--- src/rtl/calc_pkg.sv ---
// Shared constants for the calculator display path: digit geometry,
// active-low hex segment patterns and the all-off drive values.
package calc_pkg;

  localparam int SEG_W  = 7;
  localparam int DIGITS = 4;

  // Segment order is {g,f,e,d,c,b,a}; a 0 lights the segment.
  localparam logic [SEG_W-1:0] HEX_0 = 7'b1000000;
  localparam logic [SEG_W-1:0] HEX_1 = 7'b1111001;
  localparam logic [SEG_W-1:0] HEX_2 = 7'b0100100;
  localparam logic [SEG_W-1:0] HEX_3 = 7'b0110000;
  localparam logic [SEG_W-1:0] HEX_4 = 7'b0011001;
  localparam logic [SEG_W-1:0] HEX_5 = 7'b0010010;
  localparam logic [SEG_W-1:0] HEX_6 = 7'b0000010;
  localparam logic [SEG_W-1:0] HEX_7 = 7'b1111000;
  localparam logic [SEG_W-1:0] HEX_8 = 7'b0000000;
  localparam logic [SEG_W-1:0] HEX_9 = 7'b0010000;
  localparam logic [SEG_W-1:0] HEX_A = 7'b0001000;
  localparam logic [SEG_W-1:0] HEX_B = 7'b0000011;
  localparam logic [SEG_W-1:0] HEX_C = 7'b1000110;
  localparam logic [SEG_W-1:0] HEX_D = 7'b0100001;
  localparam logic [SEG_W-1:0] HEX_E = 7'b0000110;
  localparam logic [SEG_W-1:0] HEX_F = 7'b0001110;

  localparam logic [SEG_W-1:0]  SEG_OFF = 7'h7F;
  localparam logic [DIGITS-1:0] AN_OFF  = 4'hF;

endpackage

--- src/rtl/seg7_scan_display_if.sv ---
// Signal bundle between the result multiplexer side and the display scanner.
// Handshake: load is a one-way strobe with no ready; the scanner captures
// value on every rising clk edge where load is 1. an/seg/dp are active-low pins.
interface seg7_scan_display_if;
  import calc_pkg::*;

  logic                load;
  logic [15:0]         value;
  logic                blank_lz;
  logic [DIGITS-1:0]   dp_in;
  logic [DIGITS-1:0]   an;
  logic [SEG_W-1:0]    seg;
  logic                dp;

  modport master (output load, value, blank_lz, dp_in, input an, seg, dp);
  modport slave  (input load, value, blank_lz, dp_in, output an, seg, dp);

endinterface

--- src/rtl/hex_to_seg7.sv ---
// Combinational 4-bit to active-low 7-segment hex decoder.
module hex_to_seg7
  import calc_pkg::*;
(
  input  logic [3:0]       nib,
  output logic [SEG_W-1:0] seg
);

  always_comb begin
    seg = SEG_OFF;
    case (nib)
      4'h0: seg = HEX_0;
      4'h1: seg = HEX_1;
      4'h2: seg = HEX_2;
      4'h3: seg = HEX_3;
      4'h4: seg = HEX_4;
      4'h5: seg = HEX_5;
      4'h6: seg = HEX_6;
      4'h7: seg = HEX_7;
      4'h8: seg = HEX_8;
      4'h9: seg = HEX_9;
      4'hA: seg = HEX_A;
      4'hB: seg = HEX_B;
      4'hC: seg = HEX_C;
      4'hD: seg = HEX_D;
      4'hE: seg = HEX_E;
      4'hF: seg = HEX_F;
      default: seg = SEG_OFF;
    endcase
  end

endmodule

--- src/rtl/seg7_scan_display.sv ---
// Four-digit time-multiplexed hex display driver with value capture,
// leading-zero blanking and per-digit decimal points.
module seg7_scan_display
  import calc_pkg::*;
#(
  parameter int DIV   = 50000,
  parameter int CNT_W = 16
) (
  input  logic clk,
  input  logic rst,
  seg7_scan_display_if.slave bus
);

  localparam logic [CNT_W-1:0] TC = CNT_W'(DIV - 1);

  logic [CNT_W-1:0]  cnt_q, cnt_d;
  logic [1:0]        idx_q, idx_d;
  logic [15:0]       val_q, val_d;
  logic [3:0]        nib;
  logic              upper_zero;
  logic              blank;
  logic [SEG_W-1:0]  hex_seg;
  logic [DIGITS-1:0] an_q, an_d;
  logic [SEG_W-1:0]  seg_q, seg_d;
  logic              dp_q, dp_d;

  // Outputs are decoded from next-state idx/val so a capture shows on the same edge.
  always_comb begin
    cnt_d = cnt_q + CNT_W'(1);
    idx_d = idx_q;
    if (cnt_q == TC) begin
      cnt_d = '0;
      idx_d = idx_q + 2'd1;
    end
    val_d = bus.load ? bus.value : val_q;
  end

  always_comb begin
    nib        = val_d[3:0];
    upper_zero = 1'b0;
    case (idx_d)
      2'd0: begin nib = val_d[3:0];   upper_zero = 1'b0;                end
      2'd1: begin nib = val_d[7:4];   upper_zero = (val_d[15:4] == '0);  end
      2'd2: begin nib = val_d[11:8];  upper_zero = (val_d[15:8] == '0);  end
      2'd3: begin nib = val_d[15:12]; upper_zero = (val_d[15:12] == '0); end
      default: begin nib = val_d[3:0]; upper_zero = 1'b0;               end
    endcase
  end

  hex_to_seg7 u_hex (
    .nib (nib),
    .seg (hex_seg)
  );

  always_comb begin
    blank = bus.blank_lz & upper_zero;
    an_d  = ~(4'b0001 << idx_d);
    seg_d = hex_seg;
    dp_d  = ~bus.dp_in[idx_d];
    if (blank) begin
      an_d  = AN_OFF;
      seg_d = SEG_OFF;
      dp_d  = 1'b1;
    end
  end

  always_ff @(posedge clk or posedge rst) begin
    if (rst) begin
      cnt_q <= '0;
      idx_q <= '0;
      val_q <= '0;
      an_q  <= AN_OFF;
      seg_q <= SEG_OFF;
      dp_q  <= 1'b1;
    end else begin
      cnt_q <= cnt_d;
      idx_q <= idx_d;
      val_q <= val_d;
      an_q  <= an_d;
      seg_q <= seg_d;
      dp_q  <= dp_d;
    end
  end

  assign bus.an  = an_q;
  assign bus.seg = seg_q;
  assign bus.dp  = dp_q;

endmodule

--- src/flat_wrapper.sv ---
// flat-port wrapper written by rule: the top's interface ports become plain ports
module seg7_scan_display_flat import calc_pkg::*;
#(
  parameter int DIV   = 50000,
  parameter int CNT_W = 16
)
  (clk, rst, bus_load, bus_value, bus_blank_lz, bus_dp_in, bus_an, bus_seg, bus_dp);
  seg7_scan_display_if bus_i ();
  input  logic clk;
  input  logic rst;
  input wire logic [$bits(bus_i.load)-1:0] bus_load;
  input wire logic [$bits(bus_i.value)-1:0] bus_value;
  input wire logic [$bits(bus_i.blank_lz)-1:0] bus_blank_lz;
  input wire logic [$bits(bus_i.dp_in)-1:0] bus_dp_in;
  output wire logic [$bits(bus_i.an)-1:0] bus_an;
  output wire logic [$bits(bus_i.seg)-1:0] bus_seg;
  output wire logic [$bits(bus_i.dp)-1:0] bus_dp;
  assign bus_i.load = bus_load;
  assign bus_i.value = bus_value;
  assign bus_i.blank_lz = bus_blank_lz;
  assign bus_i.dp_in = bus_dp_in;
  assign bus_an = bus_i.an;
  assign bus_seg = bus_i.seg;
  assign bus_dp = bus_i.dp;
  seg7_scan_display #(.DIV(DIV), .CNT_W(CNT_W)) u_core (.clk(clk), .rst(rst), .bus(bus_i));
endmodule
--- config.mk ---
export PLATFORM = sky130hd
export DESIGN_NAME = seg7_scan_display_flat
export DESIGN_NICKNAME = d
export VERILOG_FILES = /design/src/rtl/calc_pkg.sv /design/src/rtl/seg7_scan_display_if.sv /design/src/rtl/hex_to_seg7.sv /design/src/rtl/seg7_scan_display.sv /design/src/flat_wrapper.sv
export SDC_FILE = /design/constraint.sdc
export NUM_CORES = 1
export LEC_CHECK = 0
export CORE_MARGIN = 3
export CORE_UTILIZATION = 50
export CTS_CLUSTER_DIAMETER = 100
export DETAILED_ROUTE_END_ITERATION = 8
export GPL_TIMING_DRIVEN = 1
export PLACE_DENSITY = 0.74
export SLEW_MARGIN = 30
export SYNTH_ARGS = -nofsm -noshare
export SYNTH_HDL_FRONTEND = slang
export SYNTH_SLANG_ARGS = --single-unit
--- constraint.sdc ---
create_clock -name clk -period 4.05 [get_ports clk]
set_clock_uncertainty 0.2 [all_clocks]
set_input_delay 0.6075 -clock clk [delete_from_list [all_inputs] [get_ports clk]]
set_output_delay 0.6075 -clock clk [all_outputs]
set_load 0.02 [all_outputs]
==> impl_metrics.json <==
{
  "rsz0062_at_grt": "no",
  "slew_violations": 0,
  "top_cells_by_count": "34 x dfrtp_1, 22 x nor2_1, 19 x nand2_1",
  "final_cell_mix": "35 x clkdlybuf4s50_1, 34 x dfrtp_1, 22 x nor2_1",
  "ioPinCount": 36,
  "swShare_pct": 23.76,
  "fmax_ghz": 0.2951,
  "drive_gt1_share_pct": 18.18,
  "ctsResizeCount": 0,
  "synthCells": 238,
  "p_clk_w": 0.000347,
  "preCtsSetupSlack_ns": 0.4098,
  "power.total_w": 0.001030,
  "setup_viol": 0,
  "first_global_vias": 1879,
  "muxShareOfSynthArea_pct": 11.40,
  "slowest_stage": "mux4_2",
  "area_leaders": "dfrtp_1 34%, dfstp_2 12%, mux2_2 6.2%",
  "r2r_slack_ns": 0.66,
  "synth_top_area_share_pct": 33.71,
  "worstPathArrival_ns": 3.40,
  "ys_types": 51,
  "cts_hold_buffers": 0,
  "r2r-start": "u_core.cnt_q[12]",
  "ir_drop_mv": 0.1450,
  "comb_share_pct": 40.90,
  "numCtsBuffers": 5,
  "ys_seq_share_pct": 46.21,
  "top_logic_kind": "simple AND/OR/NAND/NOR gates",
  "dp_hpwl_um": 3596,
  "nClkBuffers": 7,
  "synth_area_um2": 2524,
  "status": "complete, no violations",
  "cap_violations": 0,
  "cts_num_sinks": 46,
  "fin_nets": 305,
  "final-clk-cell-share_pct": 3.822,
  "post_cts_buffers": 0,
  "tns_ns": 0,
  "worst_slack_ns": 0.6615,
  "power_frac_clock_pct": 33.7,
  "die_y_um": 77.05,
  "synthMostInstantiatedCell": "dfrtp_1",
  "cts_tree": "built",
  "cts_max_path_buffers": 2,
  "antenna_cells": 0,
  "top_power_group": "sequential cells",
  "min_period_ns": 3.388,
  "yosysWarnings": 0,
  "seq-power_w": 0.000503,
  "yosys.area.top_type": "dfrtp_1",
  "max_stage_delay_ns": 0.51,
  "startpoint": "u_core.cnt_q[12]",
  "synthFlopType": "dfrtp_1",
  "power_leakage_nw": 1.303,
  "path_buffers": 1,
  "tightest_slew_ns": 0.7865,
  "die_x_um": 77.05,
  "seq_area_um2": 1166,
  "viasPerCell": 5.497,
  "ys.flops": 46,
  "numPortBuffers": 35,
  "compound_area_share_pct": 11.45,
  "hold_path_class": "reg -> reg",
  "pg_comb_w": 0.000180,
  "fp_util_pct": 52.73,
  "maxSlewHeadroom_pct": 47.56,
  "syn2layout_area_growth_pct": 20.62,
  "clk_pin_slew_ns": 0.09,
  "endpoint_kind": "flop",
  "seqPwrFrac_pct": 48.9,
  "ys_sh_xor_pct": 5.949,
  "ys_chip_area_um2": 2524,
  "mappedNetlistNets": 269,
  "path_cells": "nor4bb_1 -> and4_4 -> mux4_2 -> o21ai_1 -> ha_1 -> inv_1 -> a2111oi_0 -> nor2_1 -> o221ai_1",
  "buffers": 40,
  "min-delay-start": "u_core.cnt_q[0]"
}
## worst reg2reg max path, stage by stage, from the launching register on
cell       delay [ns]
dfrtp_1          0.42
nor4bb_1         0.47
and4_4           0.37
mux4_2           0.51
o21ai_1          0.27
ha_1             0.30
inv_1            0.06
a2111oi_0        0.43
nor2_1           0.10
o221ai_1         0.18
## final timing paths
| check | to | cells after the start |
|---|---|---|
| max | u_core.bus.seg[5] | 9 |
| min | u_core.cnt_q[0] | 1 |
| max reg2reg | u_core.bus.seg[5] | 9 |
| min reg2reg | u_core.cnt_q[0] | 1 |
| max in group asynchronous | u_core.bus.an[1] | 3 |
| min in group asynchronous | u_core.val_q[6] | 3 |
## metal layers
metal	wire length, µm	GRT usage (%)
met5	0	0
met4	89	6.050
met3	249	3.169
met2	2360	29.62
met1	2374	24.81
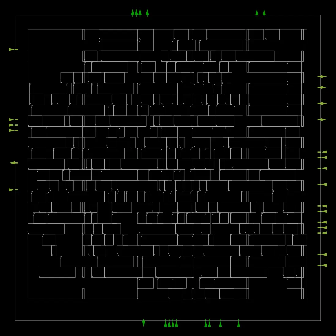
final_placement.png
# fillers: 409
non-filler cells, final: 342
row cnt: 25
flop count: 46
# Taps: 67

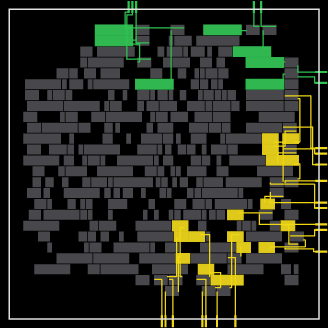
port_nets.png
(4 px per µm)
legend:
  green:
    port: bus_seg
    bits: 7
    direction: output
    edge: 5 top, 2 right
    end_cells: 7
    buffers: 7
    wire: 110 µm
  yellow:
    port: bus_value
    bits: 16
    direction: input
    edge: 9 right, 7 bottom
    end_cells: 17
    buffers: 16
    wire: 346 µm

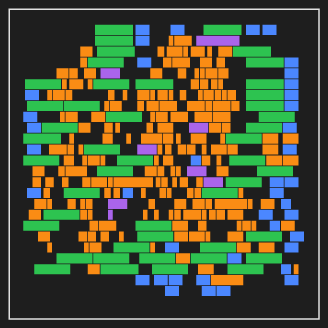
cell_classes.png
(4 px per µm)
legend:
  purple:
    class: clock drivers and dummy loads
    cells: 8
    share_of_their_area: 3.9%
  orange:
    class: all other logic
    cells: 181
    share_of_their_area: 44%
  blue:
    class: other buffers and delay cells
    cells: 40
    share_of_their_area: 13%
  green:
    class: flip-flops
    cells: 46
    share_of_their_area: 39%
core region area: 4786 µm²
post-route cell area: 3044 µm²
final core utilization: 63.61%
Seq area share: 38.31%

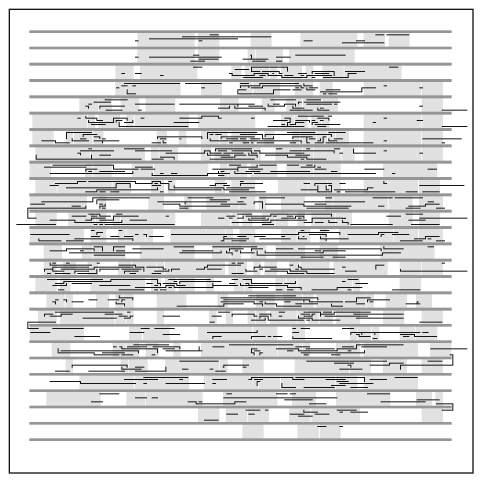
met1.png
(6 px per µm) Supply wires on this layer in grey. Cells faint in the background.
wire length on this layer: 2370 µm
share of all routed wire: 47%
main direction: horizontal
final WL: 5074 µm
vias: 1880
met1 Resource Use GR: 24.81%

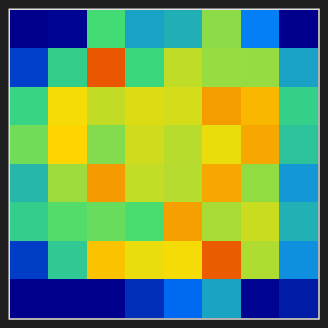
density.png
(4 px per µm) 8 x 8 tiles, from dark blue (low) to red (high), 0 to 100% covered.
tiles over 75% full: 16%
densest ninth of the die: centre
mean over tiles: 50%
emptiest ninth of the die: lower left

